$ cat src/rtl/filter_window_builder.sv
// -----------------------------------------------------------------------------
// filter_window_builder
//
// Sits behind the filter read-address generator. Pixels come back from the
// frame buffer in 3-row column-raster order (top, middle, bottom for each
// source column). This block assembles a sliding 3x3 window and emits one
// window per completed column once three columns of the current line are held.
// The generator's valid and frame-reset strobes are delayed to line up with
// the frame buffer read latency.
//
// Parameters:
//   PIXEL_WIDTH   bits per pixel
//   READ_LATENCY  cycles from read request to data on pixel_in (>= 1)
//
// Ports:
//   clk_in            system clock, rising edge
//   rst_n_in          asynchronous active-low reset
//   valid_filter_in   read request issued this cycle
//   frame_rst_in      one-cycle new-frame strobe
//   pixel_in          frame buffer read data (READ_LATENCY after request)
//   window_out        3x3 window; element (r,c) at [(3r+c)*PIXEL_WIDTH +: PIXEL_WIDTH]
//   valid_window_out  one-cycle pulse qualifying window_out / win_x_out / win_y_out
//   win_x_out         window index within the line
//   win_y_out         output line index since last frame reset
//   line_done_out     one-cycle pulse at the end of each request burst
// -----------------------------------------------------------------------------
module filter_window_builder #(
    parameter int PIXEL_WIDTH  = 16,
    parameter int READ_LATENCY = 2
) (
    input  logic                     clk_in,
    input  logic                     rst_n_in,
    input  logic                     valid_filter_in,
    input  logic                     frame_rst_in,
    input  logic [PIXEL_WIDTH-1:0]   pixel_in,
    output logic [9*PIXEL_WIDTH-1:0] window_out,
    output logic                     valid_window_out,
    output logic [10:0]              win_x_out,
    output logic [9:0]               win_y_out,
    output logic                     line_done_out
);

    localparam int PW = PIXEL_WIDTH;
    localparam int RL = READ_LATENCY;

    // Delay lines; the tap vectors include the live input at bit 0 so that
    // tap[RL] is the delayed strobe and tap[RL-1] is its next-cycle value.
    logic [RL-1:0] r_vpipe;
    logic [RL-1:0] r_fpipe;
    // Ones shift in after reset; bit RL says the previous delayed-valid sample
    // came from a real input rather than from the reset-cleared pipeline.
    logic [RL:0]   r_kpipe;
    logic [RL:0]   w_vtap;
    logic [RL:0]   w_ftap;

    logic          r_dvalid_q;
    logic          r_active;
    logic          r_emitted;
    logic [1:0]    r_slot;
    logic [1:0]    r_cols;
    logic [10:0]   r_x;
    logic [9:0]    r_y;
    logic [PW-1:0] r_top;
    logic [PW-1:0] r_mid;
    logic [3*PW-1:0] r_col1;        // row r at [r*PW +: PW]
    logic [3*PW-1:0] r_col2;
    logic [9*PW-1:0] r_window;
    logic            r_valid_window;
    logic [10:0]     r_win_x;
    logic [9:0]      r_win_y;
    logic            r_line_done;

    logic            w_dvalid;
    logic            w_dvalid_next;
    logic            w_dfrst;
    logic            w_start;
    logic            w_active;
    logic            w_beat;
    logic            w_end;
    logic [1:0]      w_slot;
    logic [1:0]      w_cols;
    logic [10:0]     w_x;
    logic            w_emitted;
    logic            w_col_done;
    logic            w_emit;
    logic [3*PW-1:0] w_new_col;
    logic [9*PW-1:0] w_win_asm;

    logic [1:0]      w_slot_nx;
    logic [1:0]      w_cols_nx;
    logic [10:0]     w_x_nx;
    logic [9:0]      w_y_nx;
    logic            w_emitted_nx;
    logic            w_active_nx;

    assign w_vtap        = {r_vpipe, valid_filter_in};
    assign w_ftap        = {r_fpipe, frame_rst_in};
    assign w_dvalid      = w_vtap[RL];
    assign w_dvalid_next = w_vtap[RL-1];
    assign w_dfrst       = w_ftap[RL];

    // A line only starts on a genuine low-to-high transition of delayed valid,
    // so a burst already running across reset release is ignored.
    assign w_start    = w_dvalid & ~r_dvalid_q & r_kpipe[RL];
    assign w_active   = r_active | w_start;
    assign w_beat     = w_dvalid & w_active & ~w_dfrst;
    // Line end is taken on the last beat so line_done lands one cycle later.
    assign w_end      = w_dvalid & ~w_dvalid_next & w_active;

    assign w_slot     = w_start ? 2'd0  : r_slot;
    assign w_cols     = w_start ? 2'd0  : r_cols;
    assign w_x        = w_start ? 11'd0 : r_x;
    assign w_emitted  = w_start ? 1'b0  : r_emitted;

    assign w_col_done = w_beat & (w_slot == 2'd2);
    assign w_emit     = w_col_done & (w_cols >= 2'd2);
    assign w_new_col  = {pixel_in, r_mid, r_top};

    // Window assembly: col0 oldest (r_col1), col1 (r_col2), col2 newest column.
    always_comb begin
        w_win_asm = '0;
        for (int r = 0; r < 3; r++) begin
            w_win_asm[(3*r+0)*PW +: PW] = r_col1[r*PW +: PW];
            w_win_asm[(3*r+1)*PW +: PW] = r_col2[r*PW +: PW];
            w_win_asm[(3*r+2)*PW +: PW] = w_new_col[r*PW +: PW];
        end
    end

    // Next-state for slot, fill count, x/y indices and line bookkeeping.
    always_comb begin
        w_slot_nx    = w_slot;
        w_cols_nx    = w_cols;
        w_x_nx       = w_x;
        w_y_nx       = r_y;
        w_emitted_nx = w_emitted;
        w_active_nx  = w_active;
        if (w_end) begin
            w_active_nx = 1'b0;
        end else begin
            w_active_nx = w_active;
        end
        if (w_dfrst) begin
            w_slot_nx    = 2'd0;
            w_cols_nx    = 2'd0;
            w_x_nx       = 11'd0;
            w_y_nx       = 10'd0;
            w_emitted_nx = 1'b0;
        end else begin
            if (w_end) begin
                // Partial column is discarded; completed column also lands on 0.
                w_slot_nx = 2'd0;
            end else if (w_beat) begin
                case (w_slot)
                    2'd0:    w_slot_nx = 2'd1;
                    2'd1:    w_slot_nx = 2'd2;
                    default: w_slot_nx = 2'd0;
                endcase
            end else begin
                w_slot_nx = w_slot;
            end
            if (w_col_done && (w_cols != 2'd3)) begin
                w_cols_nx = w_cols + 2'd1;
            end else begin
                w_cols_nx = w_cols;
            end
            if (w_emit) begin
                w_x_nx       = w_x + 11'd1;
                w_emitted_nx = 1'b1;
            end else begin
                w_x_nx       = w_x;
                w_emitted_nx = w_emitted;
            end
            if (w_end && (w_emitted || w_emit)) begin
                w_y_nx = r_y + 10'd1;
            end else begin
                w_y_nx = r_y;
            end
        end
    end

    // Strobe delay lines and reset-qualification pipeline.
    always_ff @(posedge clk_in or negedge rst_n_in) begin
        if (!rst_n_in) begin
            r_vpipe    <= '0;
            r_fpipe    <= '0;
            r_kpipe    <= '0;
            r_dvalid_q <= 1'b0;
        end else begin
            r_vpipe    <= w_vtap[RL-1:0];
            r_fpipe    <= w_ftap[RL-1:0];
            r_kpipe    <= {r_kpipe[RL-1:0], 1'b1};
            r_dvalid_q <= w_dvalid;
        end
    end

    // Control state and pixel/column capture.
    always_ff @(posedge clk_in or negedge rst_n_in) begin
        if (!rst_n_in) begin
            r_active  <= 1'b0;
            r_emitted <= 1'b0;
            r_slot    <= 2'd0;
            r_cols    <= 2'd0;
            r_x       <= 11'd0;
            r_y       <= 10'd0;
            r_top     <= '0;
            r_mid     <= '0;
            r_col1    <= '0;
            r_col2    <= '0;
        end else begin
            r_active  <= w_active_nx;
            r_emitted <= w_emitted_nx;
            r_slot    <= w_slot_nx;
            r_cols    <= w_cols_nx;
            r_x       <= w_x_nx;
            r_y       <= w_y_nx;
            if (w_beat && (w_slot == 2'd0)) begin
                r_top <= pixel_in;
            end
            if (w_beat && (w_slot == 2'd1)) begin
                r_mid <= pixel_in;
            end
            if (w_col_done) begin
                r_col1 <= r_col2;
                r_col2 <= w_new_col;
            end
        end
    end

    // Registered outputs; window and indices hold between pulses.
    always_ff @(posedge clk_in or negedge rst_n_in) begin
        if (!rst_n_in) begin
            r_window       <= '0;
            r_valid_window <= 1'b0;
            r_win_x        <= 11'd0;
            r_win_y        <= 10'd0;
            r_line_done    <= 1'b0;
        end else begin
            r_valid_window <= w_emit;
            r_line_done    <= w_end;
            if (w_emit) begin
                r_window <= w_win_asm;
                r_win_x  <= w_x;
                r_win_y  <= r_y;
            end
        end
    end

    assign window_out       = r_window;
    assign valid_window_out = r_valid_window;
    assign win_x_out        = r_win_x;
    assign win_y_out        = r_win_y;
    assign line_done_out    = r_line_done;

endmodule

$ cat config.mk
export PLATFORM = sky130hd
export DESIGN_NAME = filter_window_builder
export DESIGN_NICKNAME = d
export VERILOG_FILES = /design/src/rtl/filter_window_builder.sv
export SDC_FILE = /design/constraint.sdc
export NUM_CORES = 1
export LEC_CHECK = 0
export CORE_MARGIN = 1.5
export CORE_UTILIZATION = 49
export CTS_CLUSTER_SIZE = 12
export DETAILED_ROUTE_END_ITERATION = 7
export PLACE_DENSITY_LB_ADDON = 0.12
export SLEW_MARGIN = 10
export SYNTH_ARGS = -nofsm -noshare
export SYNTH_HDL_FRONTEND = slang
export SYNTH_SLANG_ARGS = --single-unit
$ cat constraint.sdc
create_clock -name clk_in -period 1.9 [get_ports clk_in]
set_input_delay 0.19 -clock clk_in [delete_from_list [all_inputs] [get_ports clk_in]]
set_output_delay 0.19 -clock clk_in [all_outputs]
set_load 0.01 [all_outputs]
==> results.yml <==
# synthesis and place-and-route metrics
floorplan:
  die_h_um: 164
status:
  status: "completed"
drt:
  firstDrtPassIters: 4
  routed.top_layer: "met4"
placement:
  dp_slack_ns: 0.0660
  dp_hpwl_um: 17800
power_and_ir_drop:
  p_leak_uw: 0.00786
  pg_seq_uw: 7430
  pg_comb_uw: 577
  sw_frac_of_total: 0.214
global_route:
  grt_use_met2: 0.315
  grt_pass1_vias: 7402
  grt_start_max_net_pins: 73
  grt_use_total: 0.208
  grt_overflow: 0
cells_and_area:
  layout_top_cell: "dfrtp_1"
  finalNonFillerCells: 1393
  largestClassByArea: "registers"
  layout.cells.most_common_list: "dfrtp_1, mux2_2, clkdlybuf4s50_1, nand2_1, clkbuf_16"
  seq_share: 0.507
synthesis:
  edf_count: 0
  async_reset_ff_frac: 1.00
  ys_seq_frac: 0.649
  avgSynthCellArea_um2: 15.5
  ys_top_cells_by_area: "dfrtp_1, mux2_2, nand2_1"
  ys_top_logic_family: "multiplexers"
  netlist_top_cells_count: "dfrtp_1, mux2_2, nand2_1, nor2_1, buf_6"
  yosys.area.top_type: "dfrtp_1"
worst_setup_path:
  crit_type: "reg2reg"
  critical_path_buf_inv_count: 2
  start_kind: "flip-flop"
timing:
  fin_skew_ns: 0.0162
clock_tree:
  cts.sinks: 330
  insertion_delay_ns: 0.51
  htreeDepth: 2
worst_hold_path:
  min_path_type: "in2reg"
## worst paths after layout
check	from	to	slack, ns	depth (start not counted)
worst max-delay path	r_slot[1]$_DFF_PN0_	window_out[44]$_DFFE_PN0P_	0.1	5
worst max register to register	r_slot[1]$_DFF_PN0_	window_out[44]$_DFFE_PN0P_	0.1	5
min in group asynchronous	rst_n_in	window_out[50]$_DFFE_PN0P_	0.18	2
worst min-delay path	frame_rst_in	r_fpipe[0]$_DFF_PN0_	0.12	1
worst min register to register	r_kpipe[0]$_DFF_PN0_	r_kpipe[1]$_DFF_PN0_	0.36	0
max in group asynchronous	rst_n_in	r_col1[35]$_DFFE_PN0P_	0.99	3
## worst register-to-register path: stages (launching register included)
cell	delay, ns
dfrtp_1	0.41
and3b_2	0.25
nand4_4	0.14
buf_4	0.17
buf_12	0.29
mux2_2	0.44
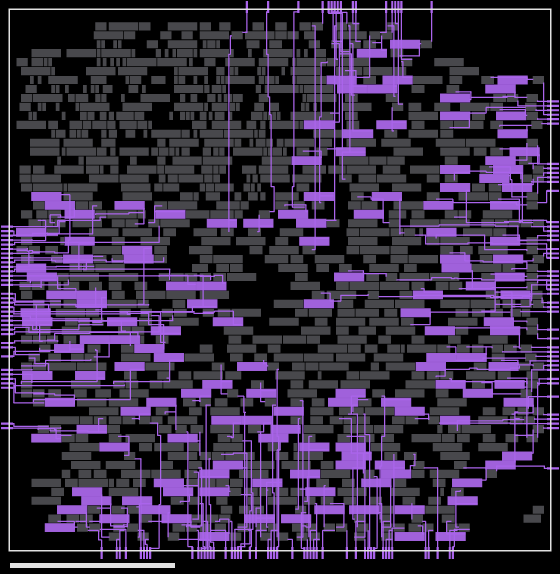
Figure 1: port wiring.
The bar under the picture is 50 um long.
[`window_out`] purple | bits: 144 | direction: output | end cells: 144 | buffers: 144 | wire: 5300 um
PortBufs: 186
# IOs: 187

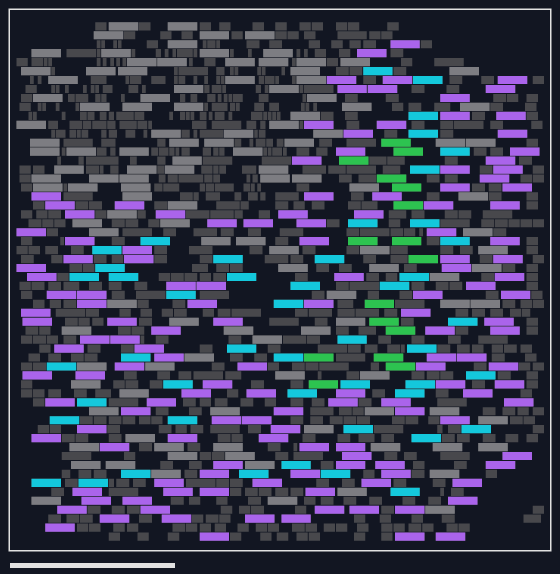
Figure 2: sequential cells grouped by signal name.
The bar under the picture is 50 um long. Other sequential cells in the stronger grey, the rest of the logic in the fainter grey.
[`r_mid`] green | sequential cells: 16
[`r_col2`] cyan | sequential cells: 48
[`window_out`] purple | sequential cells: 144 | where: spread over the die
not coloured: 122

